[src/rtl/cpu_pkg.sv]
// Shared definitions for the MIPS pipeline slice: the memory-stage FSM state,
// the datapath widths, and the bundle of memory-related control bits that
// travels from ID/EX into EX/MEM.
package cpu_pkg;

  localparam int unsigned DATA_W     = 32;
  localparam int unsigned REG_ADDR_W = 5;

  // Memory-access FSM state
  typedef enum logic [1:0] {
    IDLE,
    WAIT,
    DONE_ERR
  } mem_state_t;

  // Memory-related control bits from ID/EX
  typedef struct packed {
    logic regwrite;
    logic memtoreg;
    logic memread;
    logic memwrite;
  } mem_ctrl_t;

endpackage

[src/rtl/sat_counter.sv]
// Saturating up-counter with a synchronous clear. The count stops at the
// all-ones value.
//   clk_i  : clock
//   clr_i  : synchronous clear (has priority over inc_i)
//   inc_i  : add one this cycle, unless already saturated
//   cnt_o  : current count
module sat_counter #(
  parameter int unsigned WIDTH = 32
) (
  input  logic             clk_i,
  input  logic             clr_i,
  input  logic             inc_i,
  output logic [WIDTH-1:0] cnt_o
);

  always_ff @(posedge clk_i) begin
    if (clr_i) begin
      cnt_o <= '0;
    end else if (inc_i && (cnt_o != '1)) begin
      cnt_o <= cnt_o + WIDTH'(1);
    end
  end

endmodule

[src/rtl/mem_stage.sv]
// Memory stage of the 5-stage MIPS pipeline.
// Holds the EX/MEM register, runs a req/ack handshake to a variable-latency
// data memory, stalls the upstream stages while an access is outstanding, and
// produces the MEM/WB register with the write-back data mux. A timeout
// force-completes an access to a dead memory and flags an error.
//   clk_i, rst_i          : clock, synchronous active-high reset
//   ex_*                  : ALU result / store data / rd / control from ID/EX
//   mem_*                 : data-memory port (req, we, word addr, wdata, rdata, ack)
//   stall_o               : freezes PC, IF/ID and ID/EX
//   fwd_mem_*             : EX/MEM values for the forwarding unit
//   wb_*                  : MEM/WB values for the register file and forwarding
//   bus_err_o             : sticky timeout / misalignment error, cleared by reset
//   load/store/stall_cnt_o: saturating performance counters
module mem_stage
  import cpu_pkg::*;
#(
  parameter int unsigned TIMEOUT = 16,
  parameter int unsigned CNT_W   = 32
) (
  input  logic                  clk_i,
  input  logic                  rst_i,
  input  logic [DATA_W-1:0]     ex_alu_i,
  input  logic [DATA_W-1:0]     ex_wdata_i,
  input  logic [REG_ADDR_W-1:0] ex_rd_i,
  input  logic                  ex_regwrite_i,
  input  logic                  ex_memtoreg_i,
  input  logic                  ex_memread_i,
  input  logic                  ex_memwrite_i,
  output logic                  mem_req_o,
  output logic                  mem_we_o,
  output logic [DATA_W-1:0]     mem_addr_o,
  output logic [DATA_W-1:0]     mem_wdata_o,
  input  logic [DATA_W-1:0]     mem_rdata_i,
  input  logic                  mem_ack_i,
  output logic                  stall_o,
  output logic [REG_ADDR_W-1:0] fwd_mem_rd_o,
  output logic                  fwd_mem_regwrite_o,
  output logic [DATA_W-1:0]     fwd_mem_alu_o,
  output logic [REG_ADDR_W-1:0] wb_rd_o,
  output logic                  wb_regwrite_o,
  output logic [DATA_W-1:0]     wb_data_o,
  output logic                  bus_err_o,
  output logic [CNT_W-1:0]      load_cnt_o,
  output logic [CNT_W-1:0]      store_cnt_o,
  output logic [CNT_W-1:0]      stall_cnt_o
);

  localparam int unsigned TW = $clog2(TIMEOUT + 1);

  // EX/MEM register
  logic [DATA_W-1:0]     exm_alu;
  logic [DATA_W-1:0]     exm_wdata;
  logic [REG_ADDR_W-1:0] exm_rd;
  mem_ctrl_t             exm_ctrl;

  // MEM/WB register
  logic [REG_ADDR_W-1:0] mwb_rd;
  logic                  mwb_regwrite;
  logic [DATA_W-1:0]     mwb_data;

  mem_state_t state, state_nxt;
  logic [TW-1:0] tcnt, tcnt_nxt;
  logic          bus_err;

  logic              mem_op;
  logic              in_err;
  logic              stall;
  logic              to_err;
  logic              misaligned;
  logic [DATA_W-1:0] load_data;
  logic [DATA_W-1:0] wb_data_nxt;

  always_comb begin
    mem_op      = exm_ctrl.memread | exm_ctrl.memwrite;
    in_err      = (state == DONE_ERR);
    stall       = mem_op & ~mem_ack_i & ~in_err;
    misaligned  = mem_op & (exm_alu[1:0] != 2'b00);
    load_data   = in_err ? '0 : mem_rdata_i;
    wb_data_nxt = exm_ctrl.memtoreg ? load_data : exm_alu;

    state_nxt = state;
    tcnt_nxt  = tcnt;
    to_err    = 1'b0;
    case (state)
      IDLE: begin
        if (mem_op && !mem_ack_i) begin
          state_nxt = WAIT;
          tcnt_nxt  = TW'(1);
        end
      end
      WAIT: begin
        // tcnt counts stalled cycles including the one spent in IDLE, so
        // the total stall is exactly TIMEOUT cycles before DONE_ERR.
        if (mem_ack_i) begin
          state_nxt = IDLE;
        end else begin
          tcnt_nxt = tcnt + TW'(1);
          if (tcnt_nxt == TW'(TIMEOUT)) begin
            state_nxt = DONE_ERR;
            to_err    = 1'b1;
          end
        end
      end
      DONE_ERR: state_nxt = IDLE;
      default:  state_nxt = IDLE;
    endcase
  end

  always_ff @(posedge clk_i) begin
    if (rst_i) begin
      state        <= IDLE;
      tcnt         <= '0;
      bus_err      <= 1'b0;
      exm_alu      <= '0;
      exm_wdata    <= '0;
      exm_rd       <= '0;
      exm_ctrl     <= '0;
      mwb_rd       <= '0;
      mwb_regwrite <= 1'b0;
      mwb_data     <= '0;
    end else begin
      state <= state_nxt;
      tcnt  <= tcnt_nxt;
      if (to_err || misaligned) begin
        bus_err <= 1'b1;
      end
      if (!stall) begin
        exm_alu   <= ex_alu_i;
        exm_wdata <= ex_wdata_i;
        exm_rd    <= ex_rd_i;
        exm_ctrl  <= '{regwrite: ex_regwrite_i, memtoreg: ex_memtoreg_i,
                       memread:  ex_memread_i,  memwrite: ex_memwrite_i};
        mwb_rd       <= exm_rd;
        mwb_regwrite <= exm_ctrl.regwrite;
        mwb_data     <= wb_data_nxt;
      end else begin
        // Bubble while stalled so the held instruction writes back once.
        mwb_rd       <= '0;
        mwb_regwrite <= 1'b0;
        mwb_data     <= '0;
      end
    end
  end

  sat_counter #(.WIDTH(CNT_W)) u_load_cnt (
    .clk_i (clk_i),
    .clr_i (rst_i),
    .inc_i (~stall & exm_ctrl.memread),
    .cnt_o (load_cnt_o)
  );

  sat_counter #(.WIDTH(CNT_W)) u_store_cnt (
    .clk_i (clk_i),
    .clr_i (rst_i),
    .inc_i (~stall & exm_ctrl.memwrite),
    .cnt_o (store_cnt_o)
  );

  sat_counter #(.WIDTH(CNT_W)) u_stall_cnt (
    .clk_i (clk_i),
    .clr_i (rst_i),
    .inc_i (stall),
    .cnt_o (stall_cnt_o)
  );

  assign mem_req_o          = mem_op & ~in_err;
  assign mem_we_o           = exm_ctrl.memwrite;
  assign mem_addr_o         = {exm_alu[DATA_W-1:2], 2'b00};
  assign mem_wdata_o        = exm_wdata;
  assign stall_o            = stall;
  assign fwd_mem_rd_o       = exm_rd;
  assign fwd_mem_regwrite_o = exm_ctrl.regwrite;
  assign fwd_mem_alu_o      = exm_alu;
  assign wb_rd_o            = mwb_rd;
  assign wb_regwrite_o      = mwb_regwrite;
  assign wb_data_o          = mwb_data;
  assign bus_err_o          = bus_err;

endmodule
[config.mk]
export PLATFORM = sky130hd
export DESIGN_NAME = mem_stage
export DESIGN_NICKNAME = d
export VERILOG_FILES = /design/src/rtl/cpu_pkg.sv /design/src/rtl/sat_counter.sv /design/src/rtl/mem_stage.sv
export SDC_FILE = /design/constraint.sdc
export NUM_CORES = 1
export LEC_CHECK = 0
export ABC_AREA = 1
export CELL_PAD_IN_SITES_DETAIL_PLACEMENT = 1
export CELL_PAD_IN_SITES_GLOBAL_PLACEMENT = 1
export CORE_AREA = 2 2 184 186
export CTS_CLUSTER_DIAMETER = 200
export DETAILED_ROUTE_END_ITERATION = 6
export DIE_AREA = 0 0 186 188
export PLACE_DENSITY = 0.91
export SLEW_MARGIN = 10
export SYNTH_ARGS = -nofsm -noshare
export SYNTH_HDL_FRONTEND = slang
export SYNTH_HIERARCHICAL = 1
export SYNTH_SLANG_ARGS = --single-unit
[constraint.sdc]
create_clock -name clk_i -period 2.4 [get_ports clk_i]
set_input_delay 0.48 -clock clk_i [delete_from_list [all_inputs] [get_ports clk_i]]
set_output_delay 0.48 -clock clk_i [all_outputs]
set_load 0.02 [all_outputs]
### Clock distribution

The bar under the picture is 50 um long.
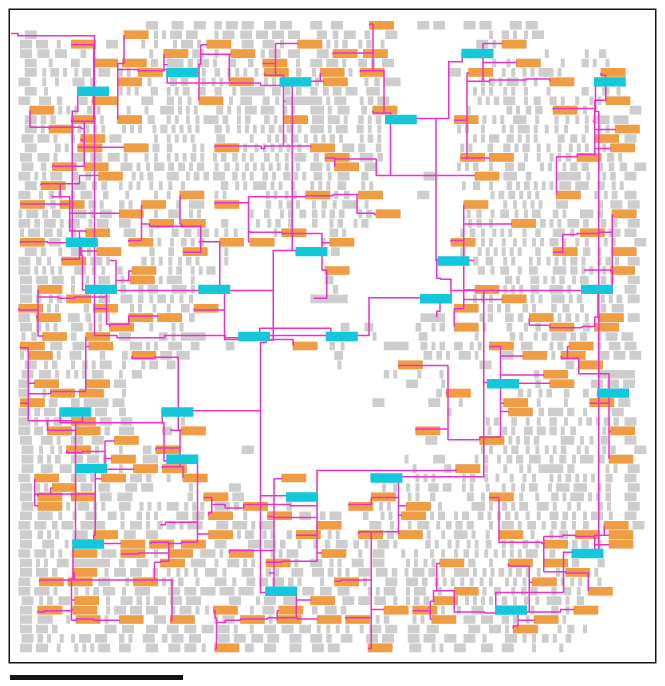
[orange] flip-flops | count: 215
[magenta] clock wires | length: 3,440 um
[cyan] cells driving clock nets | count: 27
routed clock nets	28

### Wiring by layer

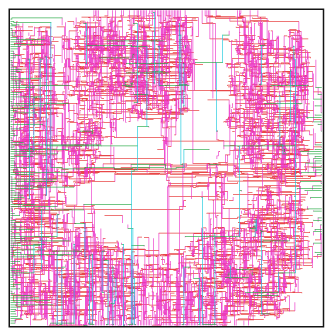
colour	layer	wire length
cyan	met4	1,910 um
red	met1	16,700 um
green	met3	2,250 um
magenta	met2	21.2 mm
GR Util All Layers: 23.7%
total number of vias: 11,600
final WL: 42.0 mm
wire length per cell: 17.9 um

### Pin placement

Pins as bars across the die edge, other pins in grey.
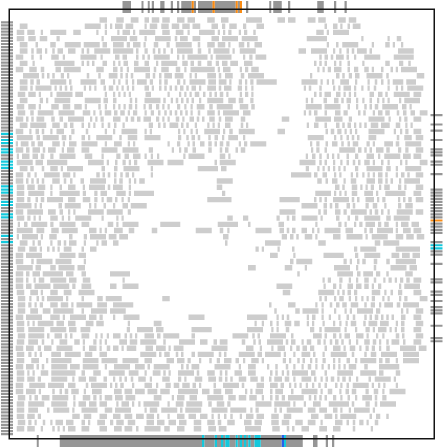
colour	port	pins	direction	edge
blue	`ex_regwrite_i`	1	input	bottom
orange	`wb_rd_o`	5	output	4 top, 1 right
cyan	`mem_wdata_o`	32	output	17 left, 13 bottom, 2 right
all pins by edge	134 left, 121 bottom, 51 top, 42 right
die width: 186 um
PortBufs: 345
Die Y: 188 um

### Placed standard cells

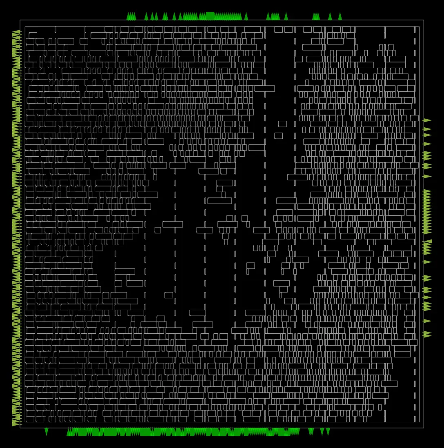
Tap Cells: 448
Rows: 67
fin util: 46.9%
Finished Layout Cells: 2,339

==> results_dict.tcl <==
# implementation run metrics
set metrics [dict create \
    power_mw 9.54 \
    ys_cells 1541 \
    insertedDiodeCount 5 \
    edf_count 0 \
    status "finished clean" \
    max_freq_mhz 446 \
    synthAoiAreaFrac_pct 11.0 \
    finalSetupViolations 0 \
    gr-usage-met3_pct 4.64 \
    post-cts-setup-buffers 0 \
    worstHoldStart "fwd_mem_rd_o[2]$_SDFFE_PP0N_" \
    grt_pass1_wl_mm 65.9 \
    firstDrtPassIters 5 \
    tool_warnings 27 \
    hold_depth 2 \
    crit_path_max_incr_delay_ns 0.42 \
    peakVddDrop_mv 0.535 \
    clock_cell_area_share_pct 5.88 \
    clk_latency_ns 0.55 \
    critPathBufInv 3 \
    area_delta_synth_final_pct 43.6 \
    slew_violations 0 \
    place_area_um2 14600 \
    num-clock-buffers 33 \
    slowest_stage "clkdlybuf4s50_1" \
    io_pins 348 \
    use_met2_pct 42.7 \
    synth-main-ff-cell "dfxtp_1" \
    top_usage_layer "met2" \
    adder_share_pct 0.579 \
    cp.arrival_ns 1.76 \
    worst_pin_slew_ns 0.659 \
    p_sw_mw 2.57 \
    nNonClkInverters 115 \
    core-area_um2 33100 \
    crit_type "input port to primary output" \
    tns_ns 0 \
    fp_util_pct 32.6 \
    whs_ns 0.460 \
    grt-ovfl-total 0 \
    crit_end "stall_o" \
    ys_warn_count 6 \
    met1_length_mm 16.7 \
    dp_cells 2288 \
    area_leaders "dfxtp_1, nor2_1, nand2_1, nand3_1, inv_1" \
    clockBufferDepth 3 \
    yosysTopAreaCell "dfxtp_1" \
    crit_fanout 13 \
    design_area_um2 15500 \
    hold_end "wb_rd_o[2]$_SDFF_PP0_" \
    worst-path-stages 5 \
    pg_seq_mw 3.87 \
    crit_required_ns 1.92 \
    cts_resized 2 \
    ctsHoldBuffers 0 \
    worst-r2r-cell-count 15 \
    maxCapViolCount 0 \
    p_comb_share_pct 14.9 \
    area_share_nonclk_buffers_pct 24.8 \
    comb_power_mw 1.42 \
    wl_met3_mm 2.25 \
    syn_inst 1541 \
    antenna_found_initial 4 \
    routed_via_density 4.97 \
    layout_top_cell "nor2_1" \
    path_delay_family "buffers and inverters" \
    p_clk_share_pct 44.6 \
    buffers 392 \
    ys.flops 215 \
    min_path_type "register to register" \
    ys_top_cells_by_count "nor2_1, nand2_1, dfxtp_1" \
    startpoint "mem_ack_i" \
    grt_max_degree 69 \
    largestClassByArea "logic gates" \
    dr.first_iter.drc_count 460 \
    end_kind "primary output" \
    synth-xor-area-share_pct 0.0810 \
    most-common-layout-cells "nor2_1, clkdlybuf4s50_1, nand2_1" \
    cellInternalPower_mw 6.97 \
    final-seq-area_um2 4310 \
    grt_pass1_vias 12400 \
    htree_levels 1 \
    fin_nets 1982 \
    synth_cell_types 36 \
    seq_share_pct 27.7 \
    top_area_share_pct 39.8 \
    numCtsBuffers 27 \
    worstSetupStartpointType "input port" \
    finalClockPeriodUsage_pct 93.4 \
    ant_nets 0 \
    async_reset_ff_share_pct 0 \
    regToRegSetupSlack_ns 0.31 \
    relSlewSlack_pct 56.1 \
    clock_sinks 215 \
    syn_area_um2 10800 \
    wl_met2_mm 21.2 \
    comb_share_pct 35.1 \
    seqPwrFrac_pct 40.5 \
]
